`config.mk`:
```
export PLATFORM = sky130hd
export DESIGN_NAME = mem_stage
export DESIGN_NICKNAME = d
export VERILOG_FILES = /design/src/rtl/mem_stage.sv
export SDC_FILE = /design/constraint.sdc
export NUM_CORES = 1
export LEC_CHECK = 0
export CORE_MARGIN = 1
export CORE_UTILIZATION = 40
export DETAILED_ROUTE_END_ITERATION = 10
export PLACE_DENSITY = 0.69
export SLEW_MARGIN = 20
export SYNTH_ARGS = -nofsm -noshare
export SYNTH_HDL_FRONTEND = slang
export SYNTH_SLANG_ARGS = --single-unit
export TNS_END_PERCENT = 5
```
`constraint.sdc`:
```
create_clock -name clk -period 2 [get_ports clk]
set_input_delay 0.6 -clock clk [delete_from_list [all_inputs] [get_ports clk]]
set_output_delay 0.6 -clock clk [all_outputs]
set_load 0.005 [all_outputs]
```
`src/rtl/mem_stage.sv`:
```
// Memory-access stage: turns EX results into data-memory req/ack transactions,
// aligns byte lanes, extends loads and hands one registered result to write-back.
module mem_stage #(
    parameter int ACK_TIMEOUT = 255,
    parameter int CNT_W       = 8
) (
    input  logic        clk,
    input  logic        rstn,
    input  logic        valid_ex,
    input  logic        mem_read_ex,
    input  logic        mem_write_ex,
    input  logic [2:0]  funct3_ex,
    input  logic [31:0] alu_result_ex,
    input  logic [31:0] store_data_ex,
    input  logic [4:0]  rd_ex,
    input  logic        reg_write_ex,
    output logic        stall_mem,
    output logic        dmem_req,
    output logic        dmem_we,
    output logic [31:0] dmem_addr,
    output logic [31:0] dmem_wdata,
    output logic [3:0]  dmem_be,
    input  logic        dmem_ack,
    input  logic [31:0] dmem_rdata,
    output logic        valid_mem,
    output logic [31:0] result_mem,
    output logic [4:0]  rd_mem,
    output logic        reg_write_mem,
    output logic        exc_mem,
    output logic        bus_err_mem
);

    typedef enum logic {IDLE, BUSY} state_t;

    state_t           state, state_nxt;
    logic [CNT_W-1:0] cnt;
    logic [2:0]       f3_q;
    logic [1:0]       lo_q;
    logic [4:0]       rd_q;
    logic             rw_q;

    logic is_mem, accept, exc_ex, start_mem, ack_hit, timeout;
    logic bad_ld, bad_st, mis_h, mis_w;

    function automatic logic [3:0] lane_be(input logic [2:0] f3, input logic [1:0] lo);
        case (f3[1:0])
            2'b00:   lane_be = 4'b0001 << lo;
            2'b01:   lane_be = 4'b0011 << {lo[1], 1'b0};
            default: lane_be = 4'b1111;
        endcase
    endfunction

    function automatic logic [31:0] lane_wdata(input logic [2:0] f3, input logic [31:0] d);
        case (f3[1:0])
            2'b00:   lane_wdata = {4{d[7:0]}};
            2'b01:   lane_wdata = {2{d[15:0]}};
            default: lane_wdata = d;
        endcase
    endfunction

    function automatic logic [31:0] load_ext(input logic [2:0] f3, input logic [1:0] lo,
                                             input logic [31:0] d);
        logic [7:0]  b;
        logic [15:0] h;
        b = d[{lo, 3'b000} +: 8];
        h = lo[1] ? d[31:16] : d[15:0];
        case (f3)
            3'b000:  load_ext = {{24{b[7]}}, b};
            3'b001:  load_ext = {{16{h[15]}}, h};
            3'b100:  load_ext = {24'd0, b};
            3'b101:  load_ext = {16'd0, h};
            default: load_ext = d;
        endcase
    endfunction

    // Illegal encodings and misalignment are decided at accept so they never reach the bus.
    assign is_mem    = mem_read_ex | mem_write_ex;
    assign accept    = (state == IDLE) & valid_ex;
    assign bad_ld    = mem_read_ex & ((funct3_ex == 3'b011) | (funct3_ex[2:1] == 2'b11));
    assign bad_st    = mem_write_ex & (funct3_ex[2] | (funct3_ex[1:0] == 2'b11));
    assign mis_h     = is_mem & (funct3_ex[1:0] == 2'b01) & alu_result_ex[0];
    assign mis_w     = is_mem & (funct3_ex[1:0] == 2'b10) & (alu_result_ex[1:0] != 2'b00);
    assign exc_ex    = (mem_read_ex & mem_write_ex) | bad_ld | bad_st | mis_h | mis_w;
    assign start_mem = accept & is_mem & ~exc_ex;
    assign ack_hit   = (state == BUSY) & dmem_ack;
    // Abort on the cycle the count would reach ACK_TIMEOUT; a same-cycle ack takes priority.
    assign timeout   = (state == BUSY) & ~dmem_ack & (ACK_TIMEOUT != 0) &
                       (cnt == CNT_W'(ACK_TIMEOUT - 1));

    // NOTE: sequential state uses non-blocking assignments so every register samples pre-edge values.
    always_ff @(posedge clk or negedge rstn) begin
        if (!rstn) state <= IDLE;
        else       state <= state_nxt;
    end

    // NOTE: default assignment first keeps this block free of inferred latches.
    always_comb begin
        state_nxt = state;
        case (state)
            IDLE:    if (start_mem) state_nxt = BUSY;
            BUSY:    if (ack_hit || timeout) state_nxt = IDLE;
            default: state_nxt = IDLE;
        endcase
    end

    always_comb begin
        stall_mem = (state == BUSY);
    end

    always_ff @(posedge clk or negedge rstn) begin
        if (!rstn) begin
            cnt           <= '0;
            dmem_req      <= 1'b0;
            dmem_we       <= 1'b0;
            dmem_addr     <= '0;
            dmem_wdata    <= '0;
            dmem_be       <= '0;
            f3_q          <= '0;
            lo_q          <= '0;
            rd_q          <= '0;
            rw_q          <= 1'b0;
            valid_mem     <= 1'b0;
            result_mem    <= '0;
            rd_mem        <= '0;
            reg_write_mem <= 1'b0;
            exc_mem       <= 1'b0;
            bus_err_mem   <= 1'b0;
        end else begin
            valid_mem   <= 1'b0;
            exc_mem     <= 1'b0;
            bus_err_mem <= 1'b0;

            if (accept) begin
                if (!is_mem) begin
                    valid_mem     <= 1'b1;
                    result_mem    <= alu_result_ex;
                    rd_mem        <= rd_ex;
                    reg_write_mem <= reg_write_ex;
                end else if (exc_ex) begin
                    valid_mem     <= 1'b1;
                    exc_mem       <= 1'b1;
                    result_mem    <= alu_result_ex;
                    rd_mem        <= rd_ex;
                    reg_write_mem <= 1'b0;
                end else begin
                    cnt        <= '0;
                    dmem_req   <= 1'b1;
                    dmem_we    <= mem_write_ex;
                    dmem_addr  <= {alu_result_ex[31:2], 2'b00};
                    dmem_wdata <= lane_wdata(funct3_ex, store_data_ex);
                    dmem_be    <= lane_be(funct3_ex, alu_result_ex[1:0]);
                    f3_q       <= funct3_ex;
                    lo_q       <= alu_result_ex[1:0];
                    rd_q       <= rd_ex;
                    rw_q       <= reg_write_ex;
                end
            end

            if (state == BUSY) begin
                if (dmem_ack) begin
                    dmem_req  <= 1'b0;
                    valid_mem <= 1'b1;
                    rd_mem    <= rd_q;
                    if (dmem_we) begin
                        result_mem    <= '0;
                        reg_write_mem <= 1'b0;
                    end else begin
                        result_mem    <= load_ext(f3_q, lo_q, dmem_rdata);
                        reg_write_mem <= rw_q;
                    end
                end else if (timeout) begin
                    dmem_req      <= 1'b0;
                    valid_mem     <= 1'b1;
                    bus_err_mem   <= 1'b1;
                    result_mem    <= {dmem_addr[31:2], lo_q};
                    rd_mem        <= rd_q;
                    reg_write_mem <= 1'b0;
                end else begin
                    cnt <= cnt + CNT_W'(1);
                end
            end
        end
    end

endmodule

```
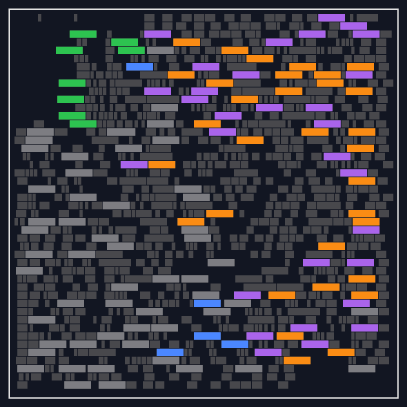
Fig. 1. Where the registers sit (run 1).
(3 px per micron) Other sequential cells in the stronger grey, the rest of the logic in the fainter grey.
[blue] rd_q | flops: 5
[purple] dmem_addr | flops: 30
[green] cnt | flops: 8 | where: upper left
[orange] result_mem | flops: 32
not coloured: 54

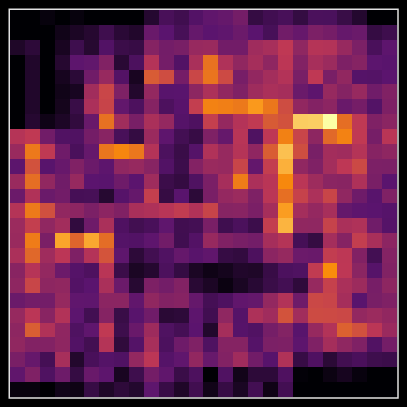
Fig. 2. Wire density map (run 1).
(3 px per micron) The die is cut into 26 by 26 equal tiles; black is low, pale yellow is high, scaled to the fullest tile. Values are wire area over tile area, all layers added.
fullest tile: 0.66
nearly empty tiles: 5.2%
mean over tiles: 0.21
tiles over half the peak: 13%
DR vias: 6100
WL final: 21.0 mm
average wire per standard cell: 17.8 microns
GR Util All Layers: 0.261

==> results.sh, run 1 <==
# physical design summary
export IMPL_clock_fmax_ghz=0.503
export IMPL_rr_worst_depth=6
export IMPL_worstSetupEndpointType="flip-flop"
export IMPL_syn_avg_cell_area_sq_um=9.35
export IMPL_grt_max_degree=56
export IMPL_firstDrtPassIters=4
export IMPL_ys_warn_count=0
export IMPL_skew_ns=0.0120
export IMPL_diodes=0
export IMPL_aoi_share=0.163
export IMPL_ys_seq_share=0.500
export IMPL_p_switching_w=0.00296
export IMPL_fin_crit_sh=0.995
export IMPL_ys_flop_type="dfrtp_1"
export IMPL_power_leakage_nw=4.68
export IMPL_cts_buffers=17
export IMPL_crit_path_end="result_mem[5]"
export IMPL_clock_sinks=129
export IMPL_area_growth_pct=57.4
export IMPL_outcome="finished clean"
export IMPL_tightest_slew_ns=0.515
export IMPL_cp_required_ns=2.30
export IMPL_total_power_w=0.0107
export IMPL_antenna_found_initial=3
export IMPL_worstSetupPathType="primary input to flip-flop"
export IMPL_die_area_sq_mm=0.0167
export IMPL_max_cap_viol_count=0
export IMPL_top_cells_by_area="dfrtp_1, nand2_1, mux2i_1"
export IMPL_io_buffers=220
export IMPL_path_clk_slew_ns=0.06
export IMPL_yosys_cells=691
export IMPL_r2r_slack_ns=0.09
export IMPL_crit_buf_inv=1
export IMPL_hold_viol=0
export IMPL_ios=223
export IMPL_dp_cells=1147
export IMPL_start_kind="primary input"
export IMPL_rr_endpoint="result_mem[5]"
export IMPL_p_sw_frac=0.278
export IMPL_ys_sh_mux=0.119
export IMPL_rsz0062_at_grt="false"
export IMPL_clkPwrFrac=0.345
export IMPL_critPathArrivalTime_ns=2.28
export IMPL_ys_area_sq_mm=0.00646
export IMPL_grt_pass1_vias=6118
export IMPL_clockBufferDepth=2
export IMPL_htree_levels=4
export IMPL_reg2reg_from="lo_q[1]"
export IMPL_postSynth_asyncResetShare=1.00
export IMPL_whs_ns=0.0443
export IMPL_grt_overflow=0
export IMPL_viasPerCell=5.16
export IMPL_seqPwrFrac=0.349
export IMPL_crit_fanout=3
export IMPL_place_congestion=0.946
export IMPL_top_area_frac=0.500
export IMPL_synth_cell_area_sq_mm=0.00646
export IMPL_fp_coreArea_sq_mm=0.0158
export IMPL_drive_gt1_frac=0.131
export IMPL_yosys_area_share_simple=0.162
export IMPL_ant_nets=0
export IMPL_ctsHoldBuffers=0
export IMPL_slowest_stage="clkdlybuf4s50_1"
export IMPL_hpwlAfterDp_mm=15.3
export IMPL_root_buffer="clkbuf_16"
export IMPL_nets=1067
export IMPL_topCombFamilyByArea="AND-OR/OR-AND gates"
export IMPL_die_y_microns=129
export IMPL_layoutNonFillerInstCount=1183
export IMPL_worstSetupStartpoint="dmem_rdata[29]"
export IMPL_fp_util=0.408
export IMPL_grt_pass1_wl_mm=32.6
export IMPL_p_per_area_mw_per_mm2=1050
export IMPL_rows=46
export IMPL_top_area_cell="dfrtp_1"
export IMPL_slew_headroom=0.653
export IMPL_slew_violations=0
export IMPL_hold_class="primary input to async pin"
export IMPL_synth_most_common_cell="nand2_1"
export IMPL_drc=0
export IMPL_worstPathCellList="clkdlybuf4s50_1, mux4_2, mux2_2, a22oi_1, o21ai_1"
export IMPL_netlist_instances=691
export IMPL_final_util=0.643
export IMPL_critPathTopFamily="multiplexers"
export IMPL_tritoncts="built"
export IMPL_yosysUniqueCellTypes=47
export IMPL_ys_flops=129
export IMPL_pwr_share_comb=0.307
export IMPL_drt_iter0_drc=326
export IMPL_setup_violations=0
export IMPL_xor_share=0.00136
export IMPL_common_cells="nand2_1, dfrtp_1, o21ai_0"
export IMPL_cpPeakStageDelay_ns=0.52
export IMPL_ys_sh_adder=0.00387
export IMPL_min_period_ns=1.99
export IMPL_vdd_drop_max_v=0.000620
export IMPL_die_x_microns=129
export IMPL_cp_depth=5
export IMPL_warnings=27
export IMPL_edf_count=0
export IMPL_p_int_w=0.00771
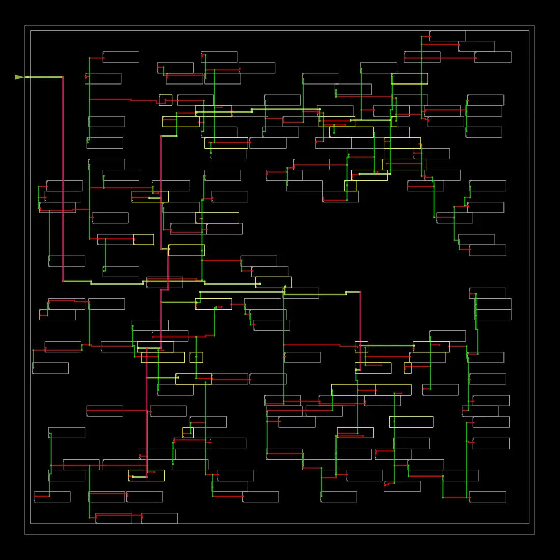
Fig. 3. Clock nets (run 1).
flip-flops: 129
clock latency on the worst-skew pair: 0.42 ns

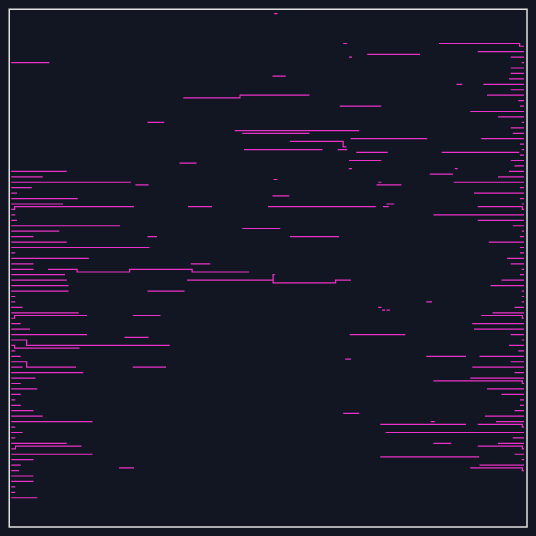
Fig. 4. M3 wires (run 1).
(4 px per micron)
wire length on this layer: 1580 microns
longest straight run: 35.6 microns
met3 usage: 0.0793

## run 1: cell type report
type / count / area (sq um)
Fill cell: 1333 / 5660
Sequential cell: 129 / 3230
Multi-Input combinational cell: 500 / 2970
Timing Repair Buffer: 292 / 2940
Clock buffer: 19 / 443
Tap cell: 216 / 270
Clock inverter: 13 / 258
Inverter: 14 / 56.3
## run 1: cell families (layout without fill, tap and decap cells)
kind of cell,Yosys count,in the layout
AND-OR/OR-AND,168,168
XOR/XNOR,1,1
adder cells (fa/ha/maj),2,2
buffers and inverters,63,338
flip-flops,129,129
multiplexers,71,71
other,1,2
AND/OR/NAND/NOR,256,256
## run 1: placed cells by master, fill, tap and decap left out, types with 13 or more instances in the layout
cell type	instances
a21oi_1	23
buf_4	58
clkbuf_16	19
clkdlybuf4s50_1	208
dfrtp_1	128
inv_1	13
mux2i_1	62
nand2_1	195
nor2_1	23
o211ai_1	16
o21ai_0	64
## run 1: worst min path at each step
| stage | startpoint | end | slack [ns] | cells after the start |
|---|---|---|---|---|
| floorplan | rstn | bus_err_mem | 0.30 | 0 |
| global placement | rd_q[4] | rd_q[4] | 0.46 | 2 |
| detailed placement | dmem_wdata[3] | dmem_wdata[3] | 0.46 | 2 |
| CTS | rstn | dmem_addr[19] | 0.05 | 1 |
| global route | rstn | dmem_addr[19] | 0.06 | 1 |
| finish | rstn | dmem_addr[19] | 0.04 | 1 |
## run 1: metrics by stage
stage | TNS, ns | worst slack (ns) | cell area [sq um]
4_1_cts | 0 | 0.000415 | 10100
5_1_grt | 0 | 0.00308 | 10200
6_report | 0 | 0.0107 | 10200
3_5_place_dp | -52.58 | -0.552 | 9340
3_3_place_gp | -49.10 | -0.502 | 9340
2_1_floorplan | 0 | 0.0104 | 6480
## run 1: per-layer routing
layer / routed length [microns] / GRT usage / up-vias
met3: 1580 / 0.0793 / 42
met4: 466 / 0.0948 / 6
met2: 10000 / 0.425 / 220
li1: - / - / 2917
met5: 41 / 0 / -
met1: 8910 / 0.327 / 2915
## run 1: flip-flops by register name (all words and copies together) (netlist names)
register and cells:
result_mem 32, valid_mem 1, dmem_addr 30, dmem_req 1, exc_mem 1, rw_q 1, reg_write_mem 1, rd_q 5
dmem_wdata 32, lo_q 2, dmem_we 1, f3_q 3, stall_mem 1, rd_mem 5, dmem_be 4, cnt 8
bus_err_mem 1
## run 1: what timing repair did
item / 4_1_cts / 5_1_grt
endpoints found under the setup margin: 34 / 61
cloned: 1 / 2
setup buffers: 1 / 0
pin swaps: 3 / 5
gates resized: 10 / 14
## run 1: power by group through the flow
| stage | combinational [W] | clock (W) | sequential, W |
|---|---|---|---|
| 2_1_floorplan | 0.00120 | 0 | 0.00374 |
| 3_3_place_gp | 0.00317 | 0 | 0.00375 |
| 3_5_place_dp | 0.00322 | 0 | 0.00375 |
| 4_1_cts | 0.00326 | 0.00374 | 0.00372 |
| 5_1_grt | 0.00357 | 0.00384 | 0.00380 |
| 6_report | 0.00327 | 0.00368 | 0.00372 |
Fig. 5: run 1, drive-strength map
(4 px per micron)
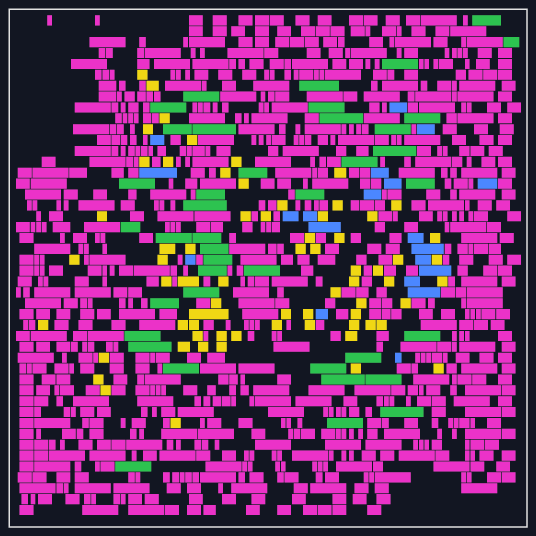

==> inputs of run 2 (changes only) <==
==> constraint.sdc (replaced) <==
create_clock -name clk -period 2 [get_ports clk]
set_input_delay 0.4 -clock clk [delete_from_list [all_inputs] [get_ports clk]]
set_output_delay 0.4 -clock clk [all_outputs]
set_load 0.005 [all_outputs]
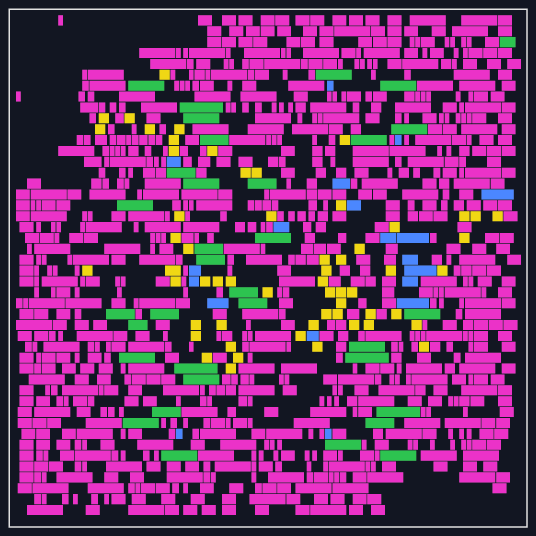
Fig. 6. Drive-strength map (run 2).
(4 px per micron)
[green] x6 and larger | cells: 34 | share: 3.5% | most used: clkbuf_16
[magenta] x1 and smaller | cells: 848 | share: 88% | most used: clkdlybuf4s50_1
[yellow] x3 and x4 | cells: 58 | share: 6.0% | most used: buf_4
[blue] x2 | cells: 19 | share: 2.0%

==> run 2 against run 1 <==
  * Clock skew decreased by 0.0039 ns
  * First-iteration DRC count increased by 8.6%
  * Critical path depth unchanged
  * Die size unchanged
  * Wire length increased by 1.4%
  * Clock power decreased by 12%
  * Total power decreased by 4.2%
  * Hold slack improved by 0.43 ns
  * Synthesized area unchanged
  * Sequential cell count unchanged
  * Non-clock buffer count decreased by 7
==> results.sh, run 2 <==
# physical design summary
export IMPL_outcome="finished clean"
export IMPL_htree_levels=4
export IMPL_vdd_drop_max_v=0.000650
export IMPL_rsz0062_at_grt="true"
export IMPL_postSynth_asyncResetShare=1.00
export IMPL_synth_most_common_cell="nand2_1"
export IMPL_warnings=28
export IMPL_edf_count=0
export IMPL_root_buffer="clkbuf_16"
export IMPL_grt_usage=0.269
export IMPL_tightest_slew_ns=0.904
export IMPL_fp_coreArea_sq_mm=0.0158
export IMPL_io_buffers=220
export IMPL_ys_warn_count=0
export IMPL_rr_endpoint="result_mem[11]"
export IMPL_drc=0
export IMPL_r2r_slack_ns=0.06
export IMPL_ys_flops=129
export IMPL_slew_headroom=0.395
export IMPL_worstSetupPathType="flip-flop to flip-flop"
export IMPL_slew_violations=0
export IMPL_clock_fmax_ghz=0.516
export IMPL_antenna_found_initial=0
export IMPL_worstSetupEndpointType="flip-flop"
export IMPL_viasPerCell=5.28
export IMPL_nets=1060
export IMPL_synth_cell_area_sq_mm=0.00646
export IMPL_avgRoutedWirePerCell_microns=18.2
export IMPL_clockBufferDepth=2
export IMPL_place_congestion=0.923
export IMPL_rows=46
export IMPL_rr_worst_depth=5
export IMPL_die_x_microns=129
export IMPL_grt_pass1_wl_mm=33.3
export IMPL_total_power_w=0.0102
export IMPL_top_area_frac=0.500
export IMPL_area_growth_pct=53.7
export IMPL_fp_util=0.408
export IMPL_path_clk_slew_ns=0.06
export IMPL_yosys_cells=691
export IMPL_ios=223
export IMPL_critPathArrivalTime_ns=2.24
export IMPL_hold_class="primary input to async pin"
export IMPL_ys_seq_share=0.500
export IMPL_reg2reg_from="lo_q[1]"
export IMPL_diodes=0
export IMPL_yosysUniqueCellTypes=47
export IMPL_top_cells_by_area="dfrtp_1, nand2_1, mux2i_1"
export IMPL_die_y_microns=129
export IMPL_grt_pass1_vias=6021
export IMPL_fin_crit_sh=0.969
export IMPL_start_kind="flip-flop"
export IMPL_max_cap_viol_count=0
export IMPL_firstDrtPassIters=7
export IMPL_drt_iter0_drc=354
export IMPL_final_layout_top_logic_cells="clkdlybuf4s50_1, nand2_1, dfrtp_1, o21ai_0, mux2i_1"
export IMPL_crit_fanout=7
export IMPL_wl_mm=21.3
export IMPL_grt_max_degree=46
export IMPL_syn_avg_cell_area_sq_um=9.35
export IMPL_grt_overflow=0
export IMPL_cp_required_ns=2.30
export IMPL_tritoncts="built"
export IMPL_top_area_cell="dfrtp_1"
export IMPL_top_regs="dmem_wdata: 32 flops, result_mem: 32 flops, dmem_addr: 30 flops"
export IMPL_die_area_sq_mm=0.0167
export IMPL_pre_cts_ws_ns=-0.306
export IMPL_hold_viol=0
export IMPL_drive_gt1_frac=0.116
export IMPL_ant_nets=0
export IMPL_hpwlAfterDp_mm=15.6
export IMPL_vias=6209
export IMPL_ys_flop_type="dfrtp_1"
export IMPL_setup_slack_ns=0.0620
export IMPL_setup_violations=0
export IMPL_common_cells="nand2_1, dfrtp_1, o21ai_0"
export IMPL_netlist_instances=691
export IMPL_p_per_area_mw_per_mm2=1030
export IMPL_final_common_cell="clkdlybuf4s50_1"
export IMPL_final_util=0.627
export IMPL_min_period_ns=1.94
export IMPL_power_leakage_nw=4.51
export IMPL_ys_area_sq_mm=0.00646
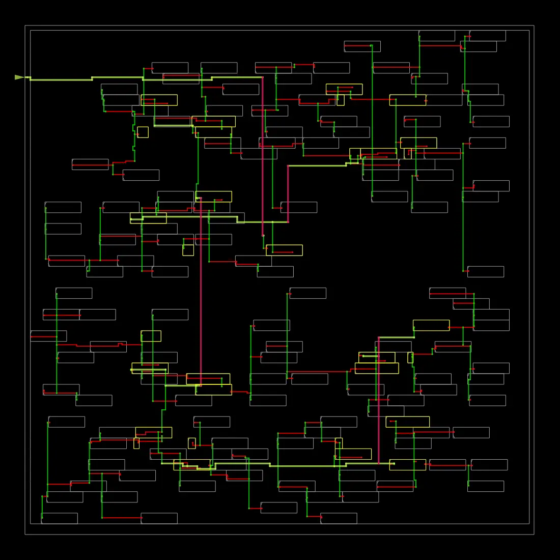
Fig. 7. Clock nets (run 2).
clk_skew: 0.00802 ns
CTS Buf Count: 17
clock latency on the worst-skew pair: 0.43 ns
Power Clock: 0.00325 W
CTS sink count: 129

## run 2: cell counts after synthesis
Identical to the previous run, type by type.
## run 2: kinds of logic (layout without fill, tap and decap cells)
kind of cell               count (synthesis)  count (layout)  share of synthesized area
AOI/OAI and AO/OA                        168             168                      0.163
muxes                                     71              71                      0.119
adders and majority gates                  2               2                    0.00387
xor gates and xnor gates                   1               1                    0.00136
buffers and inverters                     63             330                     0.0509
and+or+nand+nor                          256             256                      0.162
DFF                                      129             129                      0.500
other                                      1               2                   0.000581
## run 2: layout make-up
cell class | instances | area, sq um
fill | 1336 | 5900
sequential | 129 | 3230
multi-input combinational | 500 | 2930
timing repair buffer | 285 | 2830
clock buffer | 20 | 447
tap | 216 | 270
clock inverter | 11 | 163
inverter | 14 | 56.3
## run 2: worst max-delay path by stage
stage / from / slack, ns / to / depth (start not counted)
floorplan: lo_q[1] / 0.17 / result_mem[12] / 6
global placement: funct3_ex[0] / -0.28 / dmem_wdata[13] / 5
detailed placement: alu_result_ex[1] / -0.31 / result_mem[17] / 7
CTS: lo_q[1] / 0.06 / result_mem[11] / 5
global route: lo_q[1] / -0.02 / result_mem[0] / 7
finish: lo_q[1] / 0.06 / result_mem[11] / 5
## run 2: repair_timing
item                       CTS  global route
gates resized                0             7
hold endpoints to repair    37             0
buffers inserted             0             0
setup endpoints to repair    0            15
hold buffers                 1             0
## run 2: metrics by stage
step | instance area (sq um) | cells | hold slack (ns) | TNS (ns)
2_1_floorplan | 6460 | 692 | 0.104 | 0
3_3_place_gp | 9290 | 1143 | 0.359 | -22.26
3_5_place_dp | 9290 | 1143 | 0.360 | -26.54
4_1_cts | 9910 | 1175 | 0.476 | 0
5_1_grt | 9930 | 1175 | 0.492 | -0.0184
6_report | 9930 | 1175 | 0.471 | 0
## run 2: critical path, cell delays in order, from the launching register on
cell and delay [ns]:
dfrtp_1 0.42, mux4_2 0.57, and3b_2 0.27, a221o_1 0.29, a22oi_1 0.16, o21ai_1 0.10
## run 2: report_power, final
group	internal [W]	leakage [nW]	switching (W)	total, W
sequential	0.00327	1.60	0.000466	0.00373
combinational	0.00192	2.62	0.00132	0.00324
clock	0.00210	0.292	0.00115	0.00325
## run 2: layer usage
| layer | track usage | routed length (microns) | vias up |
|---|---|---|---|
| met5 | 0 | 0 | - |
| met4 | 0.0844 | 363 | 0 |
| met3 | 0.0838 | 1890 | 24 |
| met2 | 0.439 | 10100 | 257 |
| met1 | 0.343 | 8960 | 3022 |
| li1 | - | - | 2906 |
Fig. 8: run 2, M3 wires
(4 px per micron)
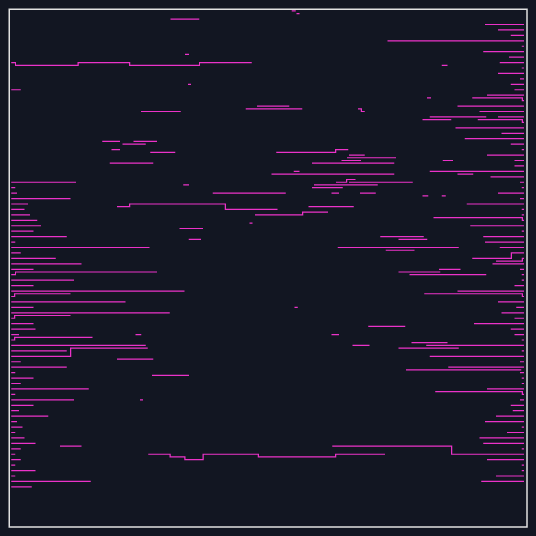

==> inputs of run 3 (changes only) <==
- DONT_BUFFER_PORTS: unset -> 1
- PLACE_DENSITY: 0.69 -> 0.51
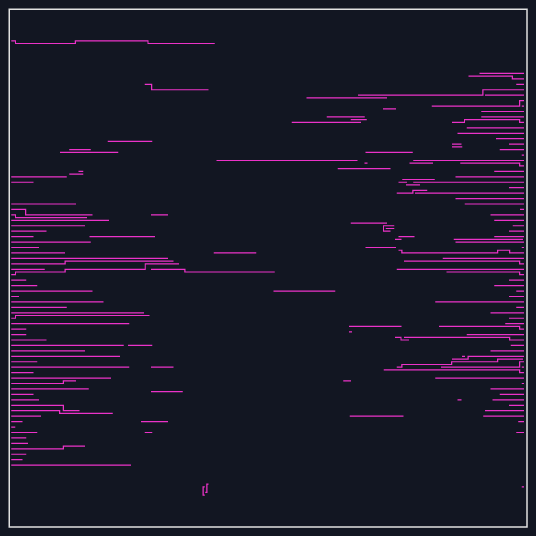
Fig. 9. M3 wires (run 3).
(4 px per micron)
share of all routed wire: 11%
main direction: horizontal
wire length on this layer: 2060 microns

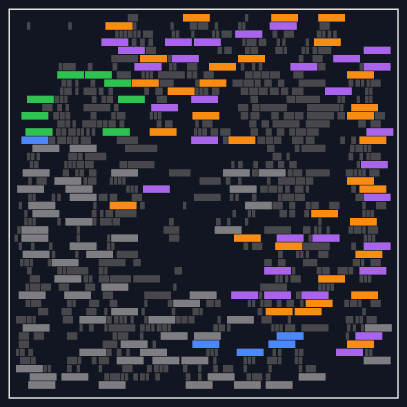
Fig. 10. Where the registers sit (run 3).
(3 px per micron) Other sequential cells in the stronger grey, the rest of the logic in the fainter grey.
[orange] result_mem | flops: 32
[purple] dmem_addr | flops: 30
[blue] rd_q | flops: 5
[green] cnt | flops: 8 | where: upper left
Flop area: 0.00323 sq mm
Seq. pwr: 0.00390 W
final core utilization: 0.465
sequential share of cell area: 0.439

==> run 3 against run 2 <==
  * The flow now finishes with violations (negative hold slack)
  * Total power fell by 16%
  * Fmax is 1.8% lower
  * Final cell count down 22%
  * First-iteration DRC count increased by 2.3%
  * Sequential share of layout area is 11 points higher
  * Die size did not move
  * Clock-buffer cell count is 4 higher
  * Clock power fell by 3%
  * Via count down 17%
  * Global-route usage down 3.5 points
==> results.sh, run 3 <==
# physical design summary
export IMPL_outcome="finished with violations"
export IMPL_violations="negative hold slack"
export IMPL_ys_seq_share=0.500
export IMPL_diodes=0
export IMPL_vdd_drop_max_v=0.000602
export IMPL_tightest_slew_ns=0.514
export IMPL_min_period_ns=1.97
export IMPL_hold_class="primary input to async pin"
export IMPL_crit_buf_inv=0
export IMPL_skew_ns=0.00861
export IMPL_io_buffers=0
export IMPL_grt_pass1_wl_mm=29.3
export IMPL_reg2reg_from="lo_q[1]"
export IMPL_hold_viol=129
export IMPL_worstPathCellList="mux4_2, and3b_2, a221o_1, a22oi_1, o21ai_1"
export IMPL_nets=796
export IMPL_slowest_stage="mux4_2"
export IMPL_drc=0
export IMPL_rsz0062_at_grt="true"
export IMPL_drt_iter0_drc=362
export IMPL_layoutNonFillerInstCount=912
export IMPL_setup_violations=0
export IMPL_die_x_microns=129
export IMPL_die_area_sq_mm=0.0167
export IMPL_cp_required_ns=2.30
export IMPL_root_buffer="clkbuf_16"
export IMPL_max_cap_viol_count=0
export IMPL_vias=5134
export IMPL_place_congestion=0.837
export IMPL_grt_max_degree=130
export IMPL_multiInputGateArea_sq_mm=0.00294
export IMPL_clock_fmax_ghz=0.507
export IMPL_viasPerCell=5.63
export IMPL_critPathTopFamily="multiplexers"
export IMPL_firstDrtPassIters=5
export IMPL_worstSetupPathType="flip-flop to flip-flop"
export IMPL_hpwlAfterDp_mm=13.4
export IMPL_warnings=32
export IMPL_dp_cells=880
export IMPL_grt_pass1_vias=5093
export IMPL_clockBufferDepth=2
export IMPL_worstSetupEndpointType="flip-flop"
export IMPL_ys_flops=129
export IMPL_fin_crit_sh=0.986
export IMPL_antenna_found_initial=0
export IMPL_post_cts_buffers=0
export IMPL_fp_util=0.408
export IMPL_final_layout_top_logic_cells="nand2_1, dfrtp_1, o21ai_0, mux2i_1, nor2_1"
export IMPL_synth_cell_area_sq_mm=0.00646
export IMPL_grt_overflow=0
export IMPL_slew_headroom=0.657
export IMPL_ant_nets=0
export IMPL_path_clk_slew_ns=0.06
export IMPL_synth_most_common_cell="nand2_1"
export IMPL_whs_ns=-0.329
export IMPL_ios=223
export IMPL_fp_coreArea_sq_mm=0.0158
export IMPL_top_area_frac=0.500
export IMPL_insertion_delay_ns=0.42
export IMPL_wl_mm=19.0
export IMPL_tritoncts="built"
export IMPL_cts_buffers=17
export IMPL_die_y_microns=129
export IMPL_ys_flop_type="dfrtp_1"
export IMPL_yosys_cells=691
export IMPL_ys_area_sq_mm=0.00646
export IMPL_avgRoutedWirePerCell_microns=20.9
export IMPL_drive_gt1_frac=0.0991
export IMPL_fill_cells=1528
export IMPL_clock_sinks=129
export IMPL_netlist_instances=691
export IMPL_top_regs="dmem_wdata: 32 flops, result_mem: 32 flops, dmem_addr: 30 flops"
export IMPL_power_leakage_nw=3.44
export IMPL_rows=46
export IMPL_ys_warn_count=0
export IMPL_grt_usage=0.234
export IMPL_top_cells_by_area="dfrtp_1, nand2_1, mux2i_1"
export IMPL_cpPeakStageDelay_ns=0.57
export IMPL_r2r_slack_ns=0.03
export IMPL_area_growth_pct=13.8
export IMPL_edf_count=0
export IMPL_slew_violations=0
export IMPL_yosysUniqueCellTypes=47
export IMPL_rr_worst_depth=5
export IMPL_critPathArrivalTime_ns=2.27
export IMPL_common_cells="nand2_1, dfrtp_1, o21ai_0"
export IMPL_htree_levels=4
[run 3: cell counts after synthesis]
Identical to the previous run, type by type.
[run 3: where the power goes]
part           internal, W  switching, W
Sequential         0.00327      0.000629
Combinational     0.000696      0.000798
Clock              0.00200       0.00115
[run 3: layout make-up]
type,count,area share
sequential,129,0.439
inverter,14,0.00715
multi-input combinational,500,0.400
clock buffer,24,0.0682
tap,216,0.0367
clock inverter,8,0.0138
timing repair buffer,21,0.0350
[run 3: repair_timing]
action,in CTS,in global routing
gates resized,1,4
pin swaps,0,1
cloned,0,0
setup endpoints to repair,16,12
hold endpoints to repair,129,129
[run 3: kinds of logic (layout without fill, tap and decap cells)]
family	after synthesis	count (layout)	synth area share
AND/OR/NAND/NOR	256	256	0.162
adder cells (fa/ha/maj)	2	2	0.00387
AND-OR/OR-AND	168	168	0.163
other	1	2	0.000581
XOR/XNOR	1	1	0.00136
multiplexers	71	71	0.119
buffers and inverters	63	67	0.0509
flip-flops	129	129	0.500
[run 3: how the worst max path moves through the flow]
stage / from / end / slack, ns / depth (start not counted)
floorplan: lo_q[1] / result_mem[12] / 0.17 / 6
global placement: lo_q[1] / result_mem[23] / -0.15 / 5
CTS: lo_q[0] / result_mem[1] / 0.006 / 5
detailed placement: lo_q[1] / result_mem[26] / -0.21 / 5
global route: lo_q[1] / result_mem[13] / -0.01 / 5
finish: lo_q[1] / result_mem[9] / 0.03 / 5
[run 3: per-layer routing]
layer	wire, microns	track usage
met1	7670	0.289
met3	2060	0.0983
met5	0	0
met4	334	0.0803
met2	8960	0.370
[run 3: stage by stage]
step                      setup WS, ns  power (W)  area (sq um)  setup TNS [ns]
final                           0.0274    0.00854          7350               0
after global routing           -0.0148    0.00902          7350         -0.0205
after CTS                      0.00578    0.00861          7340               0
after detailed placement        -0.206    0.00543          6730           -2.81
after global placement          -0.148    0.00536          6730           -1.80
after floorplan                  0.166    0.00493          6460               0
Power figures rest on the tool's default switching activity, not on a simulated workload.
